### src/rtl/sector_sequencer_if.sv
// Request handshake bundle for sector_sequencer.
// The master offers a sector request; the slave accepts it while req_ready is high.
interface sector_sequencer_if;
  logic       req_valid;
  logic [3:0] req_sector;
  logic       req_write;
  logic       req_ready;

  modport master (output req_valid, output req_sector, output req_write, input req_ready);
  modport slave  (input req_valid, input req_sector, input req_write, output req_ready);
endinterface

### src/rtl/sector_sequencer.sv
// sector_sequencer: waits for a requested sector on a rotating medium, counts a
// preamble after its strobe, then opens a fixed-length transfer window.
// A sector strobe edge during preamble/transfer is an overrun and aborts with error.
// Optional macro SECTOR_SEQ_TIMEOUT_EN: abort a WAIT after TIMEOUT_REVS index edges.
module sector_sequencer #(
  parameter int unsigned PREAMBLE_CYCLES = 200,
  parameter int unsigned XFER_CYCLES     = 3000,
  parameter int unsigned TIMEOUT_REVS    = 2
) (
  input  logic              clk25,
  input  logic              reset,
  sector_sequencer_if.slave req_bus,
  input  logic              sector_strobe,
  input  logic              index_strobe,
  input  logic [4:0]        sector,
  output logic              busy,
  output logic              xfer_active,
  output logic              xfer_write,
  output logic [11:0]       xfer_cycle,
  output logic              done,
  output logic              error
);

  typedef enum logic [2:0] {
    ST_IDLE,
    ST_WAIT,
    ST_PREAMBLE,
    ST_TRANSFER,
    ST_DONE
  } state_t;

  localparam logic [11:0] PRE_LAST  = 12'(PREAMBLE_CYCLES - 1);
  localparam logic [11:0] XFER_LAST = 12'(XFER_CYCLES - 1);

  state_t      state, state_n;
  logic        sector_q, index_q;
  logic        sector_edge, index_edge;
  logic [3:0]  target;
  logic        write_q;
  logic [11:0] cnt, cnt_n;
  logic        err_q, err_n;
  logic        target_match;
  logic        sector_unused;

`ifdef SECTOR_SEQ_TIMEOUT_EN
  localparam logic [7:0] REV_LAST = 8'(TIMEOUT_REVS - 1);
  logic [7:0] revs, revs_n;
`else
  localparam int unsigned TIMEOUT_REVS_UNUSED = TIMEOUT_REVS;
  logic index_unused;
  assign index_unused = index_edge;
`endif

  // Only the low four sector bits identify a sector within a revolution.
  assign sector_unused = sector[4];

  assign sector_edge  = sector_strobe & ~sector_q;
  assign index_edge   = index_strobe & ~index_q;
  assign target_match = sector_edge && (sector[3:0] == target);

  // Previous-cycle copies of the strobes for rising-edge detection.
  always_ff @(posedge clk25 or posedge reset) begin
    if (reset) begin
      sector_q <= 1'b0;
      index_q  <= 1'b0;
    end else begin
      sector_q <= sector_strobe;
      index_q  <= index_strobe;
    end
  end

  // Capture target sector and direction when a request is accepted.
  always_ff @(posedge clk25 or posedge reset) begin
    if (reset) begin
      target  <= '0;
      write_q <= 1'b0;
    end else if (req_bus.req_valid && req_bus.req_ready) begin
      target  <= req_bus.req_sector;
      write_q <= req_bus.req_write;
    end
  end

  // State, shared preamble/transfer counter and registered error pulse.
  always_ff @(posedge clk25 or posedge reset) begin
    if (reset) begin
      state <= ST_IDLE;
      cnt   <= '0;
      err_q <= 1'b0;
`ifdef SECTOR_SEQ_TIMEOUT_EN
      revs  <= '0;
`endif
    end else begin
      state <= state_n;
      cnt   <= cnt_n;
      err_q <= err_n;
`ifdef SECTOR_SEQ_TIMEOUT_EN
      revs  <= revs_n;
`endif
    end
  end

  // Next-state logic; error is flagged on the transition back to IDLE so it
  // can never coincide with the DONE state.
  always_comb begin
    state_n = state;
    cnt_n   = cnt;
    err_n   = 1'b0;
`ifdef SECTOR_SEQ_TIMEOUT_EN
    revs_n  = revs;
`endif
    unique case (state)
      ST_IDLE: begin
        if (req_bus.req_valid) begin
          state_n = ST_WAIT;
          cnt_n   = '0;
`ifdef SECTOR_SEQ_TIMEOUT_EN
          revs_n  = '0;
`endif
        end
      end
      ST_WAIT: begin
        if (target_match) begin
          cnt_n   = '0;
          state_n = (PREAMBLE_CYCLES == 0) ? ST_TRANSFER : ST_PREAMBLE;
        end
`ifdef SECTOR_SEQ_TIMEOUT_EN
        else if (index_edge) begin
          if (revs == REV_LAST) begin
            err_n   = 1'b1;
            state_n = ST_IDLE;
          end else begin
            revs_n = revs + 8'd1;
          end
        end
`endif
      end
      ST_PREAMBLE: begin
        if (sector_edge) begin
          err_n   = 1'b1;
          cnt_n   = '0;
          state_n = ST_IDLE;
        end else if (cnt == PRE_LAST) begin
          cnt_n   = '0;
          state_n = ST_TRANSFER;
        end else begin
          cnt_n = cnt + 12'd1;
        end
      end
      ST_TRANSFER: begin
        if (sector_edge) begin
          err_n   = 1'b1;
          cnt_n   = '0;
          state_n = ST_IDLE;
        end else if (cnt == XFER_LAST) begin
          cnt_n   = '0;
          state_n = ST_DONE;
        end else begin
          cnt_n = cnt + 12'd1;
        end
      end
      ST_DONE: state_n = ST_IDLE;
      default: state_n = ST_IDLE;
    endcase
  end

  assign req_bus.req_ready = (state == ST_IDLE);
  assign busy              = (state != ST_IDLE);
  assign xfer_active       = (state == ST_TRANSFER);
  assign xfer_write        = write_q & xfer_active;
  assign xfer_cycle        = xfer_active ? cnt : '0;
  assign done              = (state == ST_DONE);
  assign error             = err_q;

endmodule

### src/flat_wrapper.sv
// flat-port wrapper written by rule: the top's interface ports become plain ports
module sector_sequencer_flat 
#(
  parameter int unsigned PREAMBLE_CYCLES = 200,
  parameter int unsigned XFER_CYCLES     = 3000,
  parameter int unsigned TIMEOUT_REVS    = 2
)
  (clk25, reset, sector_strobe, index_strobe, sector, busy, xfer_active, xfer_write, xfer_cycle, done, error, req_bus_req_valid, req_bus_req_sector, req_bus_req_write, req_bus_req_ready);
  sector_sequencer_if req_bus_i ();
  input  logic clk25;
  input  logic reset;
  input  logic sector_strobe;
  input  logic index_strobe;
  input  logic [4:0] sector;
  output logic busy;
  output logic xfer_active;
  output logic xfer_write;
  output logic [11:0] xfer_cycle;
  output logic done;
  output logic error;
  input wire logic [$bits(req_bus_i.req_valid)-1:0] req_bus_req_valid;
  input wire logic [$bits(req_bus_i.req_sector)-1:0] req_bus_req_sector;
  input wire logic [$bits(req_bus_i.req_write)-1:0] req_bus_req_write;
  output wire logic [$bits(req_bus_i.req_ready)-1:0] req_bus_req_ready;
  assign req_bus_i.req_valid = req_bus_req_valid;
  assign req_bus_i.req_sector = req_bus_req_sector;
  assign req_bus_i.req_write = req_bus_req_write;
  assign req_bus_req_ready = req_bus_i.req_ready;
  sector_sequencer #(.PREAMBLE_CYCLES(PREAMBLE_CYCLES), .XFER_CYCLES(XFER_CYCLES), .TIMEOUT_REVS(TIMEOUT_REVS)) u_core (.clk25(clk25), .reset(reset), .req_bus(req_bus_i), .sector_strobe(sector_strobe), .index_strobe(index_strobe), .sector(sector), .busy(busy), .xfer_active(xfer_active), .xfer_write(xfer_write), .xfer_cycle(xfer_cycle), .done(done), .error(error));
endmodule
### config.mk
export PLATFORM = sky130hd
export DESIGN_NAME = sector_sequencer_flat
export DESIGN_NICKNAME = d
export VERILOG_FILES = /design/src/rtl/sector_sequencer_if.sv /design/src/rtl/sector_sequencer.sv /design/src/flat_wrapper.sv
export SDC_FILE = /design/constraint.sdc
export NUM_CORES = 1
export LEC_CHECK = 0
export ABC_CLOCK_PERIOD_IN_PS = 2400
export CAP_MARGIN = 15
export CORE_MARGIN = 10
export CORE_UTILIZATION = 48
export DETAILED_ROUTE_END_ITERATION = 6
export GPL_ROUTABILITY_DRIVEN = 0
export GPL_TIMING_DRIVEN = 0
export HOLD_SLACK_MARGIN = 0.08
export PLACE_DENSITY = 0.78
export SLEW_MARGIN = 20
export SYNTH_ARGS = -nofsm -noshare
export SYNTH_HDL_FRONTEND = slang
export SYNTH_SLANG_ARGS = --single-unit
export TNS_END_PERCENT = 30
### constraint.sdc
create_clock -name clk25 -period 2.4 [get_ports clk25]
set_clock_uncertainty 0.1 [all_clocks]
set_input_delay 0.48 -clock clk25 [delete_from_list [all_inputs] [get_ports clk25]]
set_output_delay 0.48 -clock clk25 [all_outputs]
set_load 0.005 [all_outputs]
### Clock wires, drivers and flops, run 1

(4 px per um)
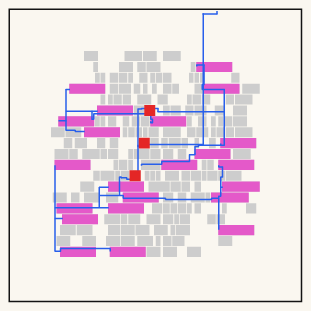
[blue] clock wires | length: 313 um
[red] clock drivers | count: 3
[magenta] flip-flops | count: 22
routed clock nets	4
part of the power in the clock network: 0.137
clock distribution power: 212 uW

### Close-up of the layout, run 1

Window x 21 to 51, y 7 to 37 um. Cells in gray, sequential cells in the stronger gray; small squares are vias.
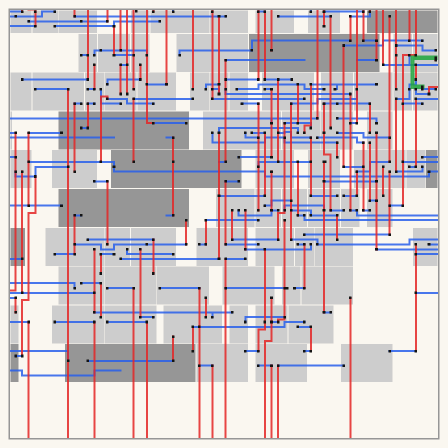
color	layer
blue	metal 1
green	metal 3
red	metal 2
sequential cells in the window	6
netlist names of flops here include	u_core.cnt (2), u_core.target (2)
cells with their middle in the window	70
most frequent	clkdlybuf4s50_1 (11), buf_4 (6), dfrtp_1 (6)

==> run notes, run 1 <==
Implementation results

Counting tap cells, the placed design contains a total of 212 instances. The setup TNS is 0 ns. The instance area after placement is approximately 1700 um2. The post-route DRC violation count is 0. After layout, the minimum clock period comes to 2.34 ns. The setup path with the least slack is of type reg2out. The sort of element at the end of the critical path is an output pin.

The top power group is combinational logic. The number of antenna violations at the first check in global routing is 0. Per the TritonCTS log, the buffer count is 3. Setup slack on the worst path after placement came out at 0.0327 ns.

Per the GRT congestion report, total overflow comes to 0. The power report attributes to the combinational group a share of 0.503. Clock-pin slew was measured on the worst setup and hold paths at 0.12 ns. The most crowded layer after global routing is met2. The top cell type in the final layout, fill and taps aside, is clkdlybuf4s50_1. The global routing usage summed across all routing layers is 0.126. In this run, post-CTS hold repair placed 0 buffers. For the pin with the worst max-slew slack, the measured transition is 0.849 ns. Listed in order, past its start point the critical path passes and3b_2 -> buf_4 -> and2_1 -> clkdlybuf4s50_1. The launching point of the worst reg2reg path is u_core.cnt[1]. The run finished with clean final reports.

Of the total power, registers draw 0.360. The tool flagged a number of max-cap violations equal to 0. The combinational group power is around 800 uW. For this run, the share of the core covered by cells in the final layout is 0.658.

The number of I/O pins is 33. Per the timing report, the achievable frequency comes out to 0.428 GHz. The commonest register cell is dfrtp_1. The number of nets in the finished design is 209. The die outline width is 72.7 um. The post-layout total power is approximately 1.6 mW. Internal power comes to 973 uW.

According to the timing report, the arrival time at the worst endpoint equals 1.76 ns. The worst slew margin relative to its limit is 0.434. The least setup slack across all paths after layout is 0.0612 ns. The stage logs contain a warning count of 28. The type recorded for the worst min-delay path is reg2reg.

The worst hold slack is ~0.42 ns. The worst setup path is launched from a register. Per STA, the worst path accumulates the most delay in the family buffers and inverters. The sum of met3 wire segment lengths after detailed routing is 222 um. Wires add up to 3.39 mm. The initial detailed-routing violation count is between 90 and 100. According to the floorplan report, the placeable core area is about 2700 um2.

The net count after synthesis is about 170. The routed layout has around 1300 vias. The ratio of final minimum period to clock period is 0.975.

TritonCTS built the clock tree.
### Gate-type map, run 1

(8 px per um)
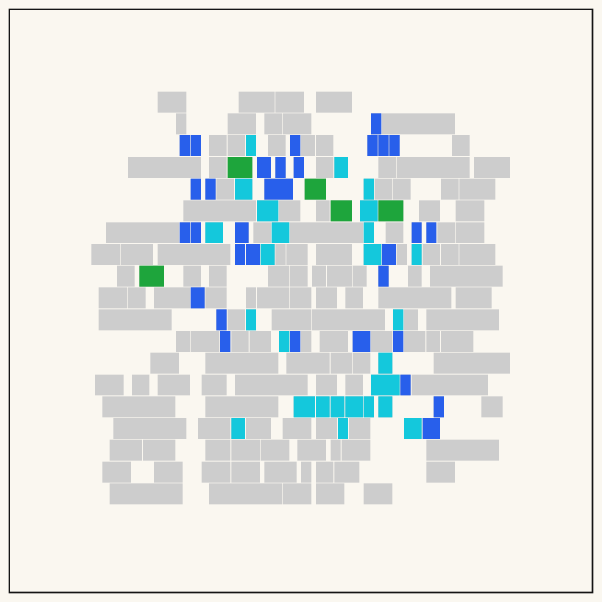
color	family	cells	most used
cyan	nor cells	26	nor2_1
blue	nand cells	31	nand2_1
green	non-inverting ao/oa cells	5	o31a_1

## run 1: final timing paths
check	end
min reg2reg	u_core.write_q
min	u_core.write_q
max reg2reg	u_core.cnt[0]
max	xfer_cycle[5]
min in group asynchronous	u_core.cnt[11]
max in group asynchronous	u_core.state[0]
## run 1: area by class of cell
cell class | count | share of cell area
buffer | 5 | 0.0147
tap | 31 | 0.0217
clock buffer | 4 | 0.0203
timing repair buffer | 37 | 0.206
sequential | 22 | 0.310
multi-input combinational | 118 | 0.414
inverter | 6 | 0.0126
## run 1: cells in the mapped netlist (2+ instances only)
master,number,area [um2]
o31a_1,2,17.5
clkbuf_1,2,7.51
xor2_1,3,26.3
nor3_1,7,35.0
nand3_1,5,25.0
inv_1,5,18.8
nor2_1,9,33.8
nor4_1,4,25.0
and2_1,17,106
buf_2,3,15.0
nand2_1,23,86.3
nand2b_1,2,12.5
nor2b_1,3,18.8
and3_1,2,12.5
o22ai_1,7,43.8
o21ai_1,4,20.0
or3_1,3,18.8
mux2_2,7,78.8
nor3b_1,2,15.0
o211ai_1,2,15.0
dfrtp_1,22,551
## run 1: what timing repair did
| action | 4_1_cts | 5_1_grt |
|---|---|---|
| gates cloned | 0 | 0 |
| buffers inserted | 2 | 5 |
| resized | 5 | 7 |
| endpoints found under the hold margin | 0 | 0 |
| setup endpoints to repair | 10 | 13 |
## run 1: cell families after synthesis
logic type	Yosys count	synth area share
AND/OR/NAND/NOR	83	0.332
AND-OR/OR-AND	23	0.127
flip-flops	22	0.413
buffers and inverters	11	0.0338
multiplexers	7	0.0591
XOR/XNOR	4	0.0263
adder cells (fa/ha/maj)	1	0.00938
## run 1: flip-flops by register name, summed over array words and instances, names as in the netlist
register and cells:
u_core.error 1, u_core.sector_q 1, u_core.cnt 12, u_core.state 3, u_core.write_q 1, u_core.target 4
## Run 2: what changed since run 1
ABC_CLOCK_PERIOD_IN_PS = unset   (was 2400)
CAP_MARGIN = 20   (was 15)
==> run notes, run 2 <==
Implementation results

The synthesized net count was 167 (unchanged). The leading register cell type out of synthesis is dfrtp_1 (unchanged). The setup TNS is 0 ns (unchanged). The area of the core came to 2710 um2 (unchanged). The area share of the largest cell type after synthesis is 0.413 (unchanged).

The combinational share of power was 0.503 (about the same). The least setup slack across all paths after layout is 0.0612 ns (unchanged). The number of antenna violations at the first check in global routing came to 0 (unchanged). The number of instances in the placed design was 212 (unchanged). The number of setup buffers added after CTS is 2 (unchanged).

The post-CTS clock slew at the launch and capture registers of the worst setup and hold paths is 0.12 ns (about the same). The cell type with the largest total area after synthesis is dfrtp_1 (unchanged). The ratio of final minimum period to clock period came to 0.975 (unchanged). The post-place setup slack is 0.0327 ns (unchanged). The number of nets in the finished design is 209 (unchanged). The instance area after placement is 1670 um2 (unchanged). The most frequent logic cell in the layout is clkdlybuf4s50_1 (unchanged). The overall overflow remaining after global route is 0 (unchanged).

The most repeated cell in the gate-level netlist after synthesis is nand2_1 (unchanged). The number of hold buffers added after CTS is 0 (unchanged). The worst hold slack was 0.421 ns (unchanged).

The flip-flop count of the largest register after layout came to 12 (unchanged). The total internal power was 973 uW (unchanged). Largest registers ranked by flip-flop count: u_core.cnt: 12 flops, u_core.target: 4 flops, u_core.state: 3 flops (unchanged). The slew of the pin with the lowest slew margin was 0.849 ns (unchanged). The critical path start-end classification is reg2out (unchanged).

The most flop-heavy register is u_core.cnt (unchanged). The TritonCTS buffer count is 3 (unchanged). Status: finished, final reports clean (unchanged). The data arrival time of the critical path is 1.76 ns (about the same).

Most numerous cell types in the synthesized netlist: nand2_1 (23), dfrtp_1 (22), and2_1 (17), nor2_1 (9) (unchanged). The maximum operating frequency is 0.428 GHz (unchanged). The final cell utilization of the core is 0.658 (unchanged). The sort of element at the end of the critical path is an output pin (unchanged). The path class of the lowest-slack min-delay path is reg2reg (unchanged).
## run 2: final cells by class
| class | count | area (um2) |
|---|---|---|
| clock buffers | 4 | 36.3 |
| fillers | 231 | 926 |
| plain buffers | 5 | 26.3 |
| flip-flops and latches | 22 | 553 |
| repair buffers | 37 | 368 |
| well taps | 31 | 38.8 |
| inverters | 6 | 22.5 |
| multi-input cells | 118 | 739 |
## run 2: layer usage
metal | vias up | GRT usage | part of all wire | wire length, um
met3 | 8 | 0.0259 | 0.066 | 222
li1 | 614 | - | - | -
met4 | 0 | 0.0422 | 0.013 | 44
met1 | 587 | 0.141 | 0.41 | 1400
met5 | - | 0 | 0 | 0
met2 | 46 | 0.228 | 0.51 | 1720
## run 2: worst paths after layout
check                                start               to  slack [ns]  depth (start not counted)
hold reg to reg             u_core.write_q   u_core.write_q        0.42                          1
min in group asynchronous            reset   u_core.cnt[11]        0.52                          2
hold / removal              u_core.write_q   u_core.write_q        0.42                          1
setup / recovery           u_core.state[0]    xfer_cycle[5]        0.06                          4
max in group asynchronous            reset  u_core.state[0]        1.09                          2
setup reg to reg             u_core.cnt[1]    u_core.cnt[0]        0.41                          6
## run 2: power by group through the flow
stage | logic (mW) | clock network, mW | registers (mW)
3_3_place_gp | 0.656 | 0 | 0.569
2_1_floorplan | 0.445 | 0 | 0.552
4_1_cts | 0.716 | 0.213 | 0.566
3_5_place_dp | 0.673 | 0 | 0.578
6_report | 0.782 | 0.212 | 0.560
5_1_grt | 0.859 | 0.226 | 0.574
## run 2: cell families after synthesis
group	share of synthesized area
DFF	0.413
and+or+nand+nor	0.332
adders and majority gates	0.00938
muxes	0.0591
xor gates and xnor gates	0.0263
buffers and inverters	0.0338
AOI/OAI and AO/OA	0.127
### Wiring heat map, run 2

(4 px per um) 15 x 15 tiles, from white (low) to dark blue (high), scaled to the fullest tile. Values are wire area over tile area, all layers added.
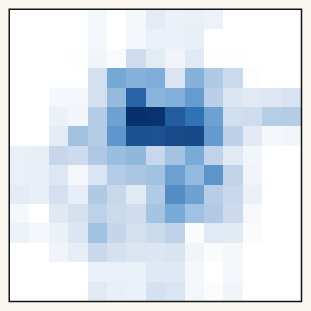
nearly empty tiles	32%
mean over tiles	0.10
emptiest ninth of the die	top left
fullest tile	0.60
Final Routed Wirelength: 3.39 mm
overall routing resource usage: 0.126
vias after detailed routing: 1255
routed wire length per instance: 15.2 um

### Close-up of the layout, run 2

Window x 21 to 51, y 7 to 37 um. Cells in gray, sequential cells in the stronger gray; small squares are vias.
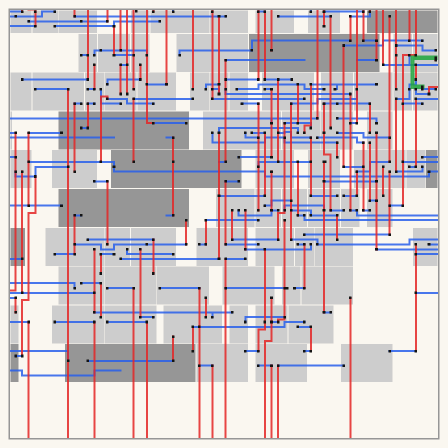
color	layer
blue	metal 1
green	metal 3
red	metal 2
netlist names of flops here include	u_core.cnt (2), u_core.target (2)
sequential cells in the window	6
cells with their middle in the window	70
most frequent	clkdlybuf4s50_1 (11), buf_4 (6), dfrtp_1 (6)

## Run 3: what changed since run 2
CELL_PAD_IN_SITES_DETAIL_PLACEMENT = 1   (was unset)
CELL_PAD_IN_SITES_GLOBAL_PLACEMENT = 1   (was unset)
CORE_UTILIZATION = 36   (was 48)
PLACE_DENSITY = unset   (was 0.78)
PLACE_DENSITY_LB_ADDON = 0.1   (was unset)
==> run notes, run 3 <==
Implementation results

The post-CTS clock slew at the launch and capture registers of the worst setup and hold paths is 0.09 ns (was 0.12 ns). The maximum operating frequency came to 0.427 GHz (was 0.428 GHz). The clock sink total is 22 (unchanged). The remaining antenna violation count is 0 (unchanged).

The half-perimeter wire length of the detailed placement result is 3.00 mm (was 2.46 mm). The number of synthesized flops with an enable pin was 0 (unchanged). The most frequent logic cell in the layout is clkdlybuf4s50_1 (unchanged). The critical path launch point is u_core.state[2] (was u_core.state[0]). The count of warning messages emitted by the tools was 28 (unchanged). Status: finished, final reports clean (unchanged). The reported sequential group power came to 575 uW (was 560 uW). The global routing usage summed across all routing layers is 0.131 (was 0.126). The number of nets in the finished design was 206 (was 209). The most flop-heavy register is u_core.cnt (unchanged). The path class of the lowest-slack min-delay path is reg2reg (unchanged). The clock network fraction of design power was 0.169 (was 0.137). The count of instantiated cells in the yosys netlist came to 151 (unchanged). The count of buffers from port buffering is 30 (unchanged).

The hold violation total from the final report is 0 (unchanged). The instance area after placement is 1690 um2 (was 1670 um2). The post-synthesis instance total came to 151 (unchanged).

The worst slew margin relative to its limit is 0.417 (was 0.434). The time the final worst path needs with I/O delays and setup is 2.34 ns (about the same). The footprint of the multi-input gates came to 739 um2 (unchanged). The via count of the first global-routing pass was 1360 (was 1187). The footprint of the flip-flops and latches is 554 um2 (was 553 um2). The area of the core is 3630 um2 (was 2710 um2).

The flip-flop count of the largest register after layout is 12 (unchanged). The distinct cell type count after synthesis is 38 (unchanged). The top power group is combinational logic (unchanged). Setup repair after global routing left no endpoint under its margin. The post-place setup slack is -0.0732 ns (was 0.0327 ns). The ratio of final minimum period to clock period is 0.975 (about the same). The critical path start-end classification was reg2out (unchanged). The most repeated cell in the gate-level netlist after synthesis is nand2_1 (unchanged). Worst path cell trace: and3b_2 -> clkbuf_8 -> and2_1 -> clkdlybuf4s50_1 (was and3b_2 -> buf_4 -> and2_1 -> clkdlybuf4s50_1).

The launching point of the worst reg2reg path is u_core.state[2] (was u_core.cnt[1]). The proportion of synthesized flip-flops having asynchronous set or reset is 1.00 (unchanged). The power per cell area is 911 nW/um2 (was 871 nW/um2). The number of antenna violations at the first check in global routing came to 0 (unchanged). The number of gates resized after CTS is 6 (was 5). The final cell utilization of the core is 0.494 (was 0.658). The leading register cell type out of synthesis is dfrtp_1 (unchanged). The number of maximum-capacitance constraint violations is 0 (unchanged). The nature of the critical path startpoint is a register (unchanged). The clock-net power is 276 uW (was 212 uW).

The origin of the worst min-delay path is u_core.write_q (unchanged). The slew of the pin with the lowest slew margin came to 0.874 ns (was 0.849 ns). Commonest non-fill, non-tap cells in the layout: clkdlybuf4s50_1 (30), nand2_1 (23), dfrtp_1 (19) (was clkdlybuf4s50_1 (24), nand2_1 (23), dfrtp_1 (20)). The most crowded layer after global routing is met2 (unchanged). The number of setup buffers added after CTS is 2 (unchanged). The synthesized net count is 167 (unchanged). The post-route DRC violation count came to 0 (unchanged). The CTS tree is done (unchanged). The routing usage on met3 was 0.0331 (was 0.0259). The cell type with the largest total area after synthesis is dfrtp_1 (unchanged). The post-synthesis to final-layout area growth is 34.5% (was 33.8%). The total wirelength of the detailed-routed design is 4.06 mm (was 3.39 mm). The number of I/O pins is 33 (unchanged). The total cell area reported by yosys after synthesis is 1330 um2 (unchanged). The total internal power came to 1.01 mW (was 973 uW). The total inserted antenna cells is 0 (unchanged).

The sort of element at the end of the critical path was an output pin (unchanged). The TritonCTS buffer count is 3 (unchanged). The data arrival time of the critical path is 1.76 ns (about the same). The layout filler cell count is 458 (was 231). The combinational share of power came to 0.479 (was 0.503). The combinational group power is 783 uW (was 782 uW). The global routing met2 resource utilization is 0.242 (was 0.228).

The peak supply drop is 0.560 mV (was 0.639 mV). Dominant cells by area after synthesis: dfrtp_1 (41%), and2_1 (8.0%), nand2_1 (6.5%) (unchanged). The area share of the largest cell type after synthesis is 0.413 (unchanged).

Largest registers ranked by flip-flop count: u_core.cnt: 12 flops, u_core.target: 4 flops, u_core.state: 3 flops (unchanged). The root buffer selected by CTS is clkbuf_8 (was clkbuf_4). The die outline width came to 80.9 um (was 72.7 um). The post-detailed-route wirelength per cell is 17.1 um (was 15.2 um).

The final instance area was 1790 um2 (was 1780 um2). The number of rows in the core area is 22 (was 19). The switching part of the total power was 0.383 (was 0.374). The H-tree depth is 1 (unchanged). The total vias in the final route is 1259 (was 1255). Most numerous cell types in the synthesized netlist: nand2_1 (23), dfrtp_1 (22), and2_1 (17), nor2_1 (9) (unchanged). The least setup slack across all paths after layout is 0.0598 ns (was 0.0612 ns). The number of hold buffers added after CTS is 0 (unchanged). The met1 usage in global routing is 0.135 (was 0.141). The floorplan core density is 0.367 (was 0.492). The initial detailed-routing violation count is 60 (was 91). The overall overflow remaining after global route is 0 (unchanged). The number of buffers between clock root and the deepest sink is 2 (unchanged). The fraction of power consumed by sequential logic is 0.352 (was 0.360).
-- run 3: layout make-up --
| class | count | area share |
|---|---|---|
| buffer | 5 | 0.0181 |
| clock buffer | 4 | 0.0307 |
| inverter | 6 | 0.0126 |
| multi-input combinational | 118 | 0.412 |
| sequential | 22 | 0.309 |
| tap | 48 | 0.0335 |
| timing repair buffer | 34 | 0.184 |
-- run 3: cell families after synthesis --
family	after synthesis	share of synthesized area
simple gates	83	0.332
fa+ha+maj	1	0.00938
buf+inv	11	0.0338
xor+xnor	4	0.0263
flops	22	0.413
mux	7	0.0591
compound gates	23	0.127
-- run 3: path summary, 6_finish.rpt --
check	end	slack, ns	depth (start not counted)
min in group asynchronous	u_core.cnt[11]	0.59	2
max	xfer_cycle[9]	0.06	4
min	u_core.write_q	0.40	1
max in group asynchronous	u_core.state[0]	1.01	2
min reg2reg	u_core.write_q	0.40	1
max reg2reg	u_core.cnt[7]	0.41	7
-- run 3: per-stage QoR --
stage,setup TNS [ns],std cells,hold slack [ns],power [mW]
after floorplan,0,151,0.369,0.997
after global placement,0,229,0.380,1.24
after detailed placement,-0.503,229,0.393,1.30
after CTS,0,235,0.412,1.63
after global routing,0,237,0.419,1.75
final,0,237,0.403,1.63
-- run 3: routing by layer --
| layer | up-vias | share of wire | wire length (um) |
|---|---|---|---|
| met5 | - | 0 | 0 |
| met4 | 0 | 0.029 | 117 |
| met3 | 11 | 0.045 | 182 |
| met2 | 23 | 0.52 | 2100 |
| met1 | 622 | 0.41 | 1660 |
| li1 | 603 | - | - |
-- run 3: worst max-delay path, delay by kind of cell (launching register included) --
family / cells / cell delay, ns
buf+inv: 2 / 0.68
flops: 1 / 0.42
simple gates: 2 / 0.38
### Clock wires, drivers and flops, run 3

(4 px per um)
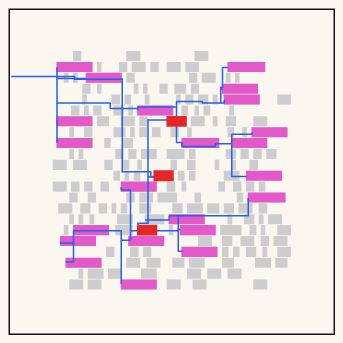
[blue] clock wires | length: 341 um
[magenta] flip-flops | count: 22
[red] clock drivers | count: 3
routed clock nets	4

### Wiring heat map, run 3

(4 px per um) 16 x 16 tiles, from white (low) to dark blue (high), scaled to the fullest tile. Values are wire area over tile area, all layers added.
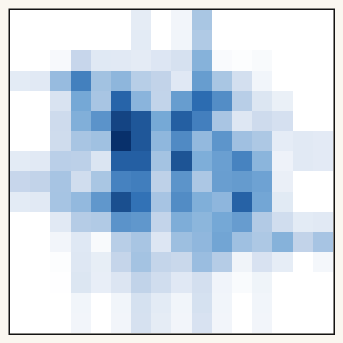
fullest tile	0.44
mean over tiles	0.098
densest ninth of the die	middle
tiles over half the peak	15%
nearly empty tiles	31%

No activity file was given, so power comes from the tool's default toggle rates.
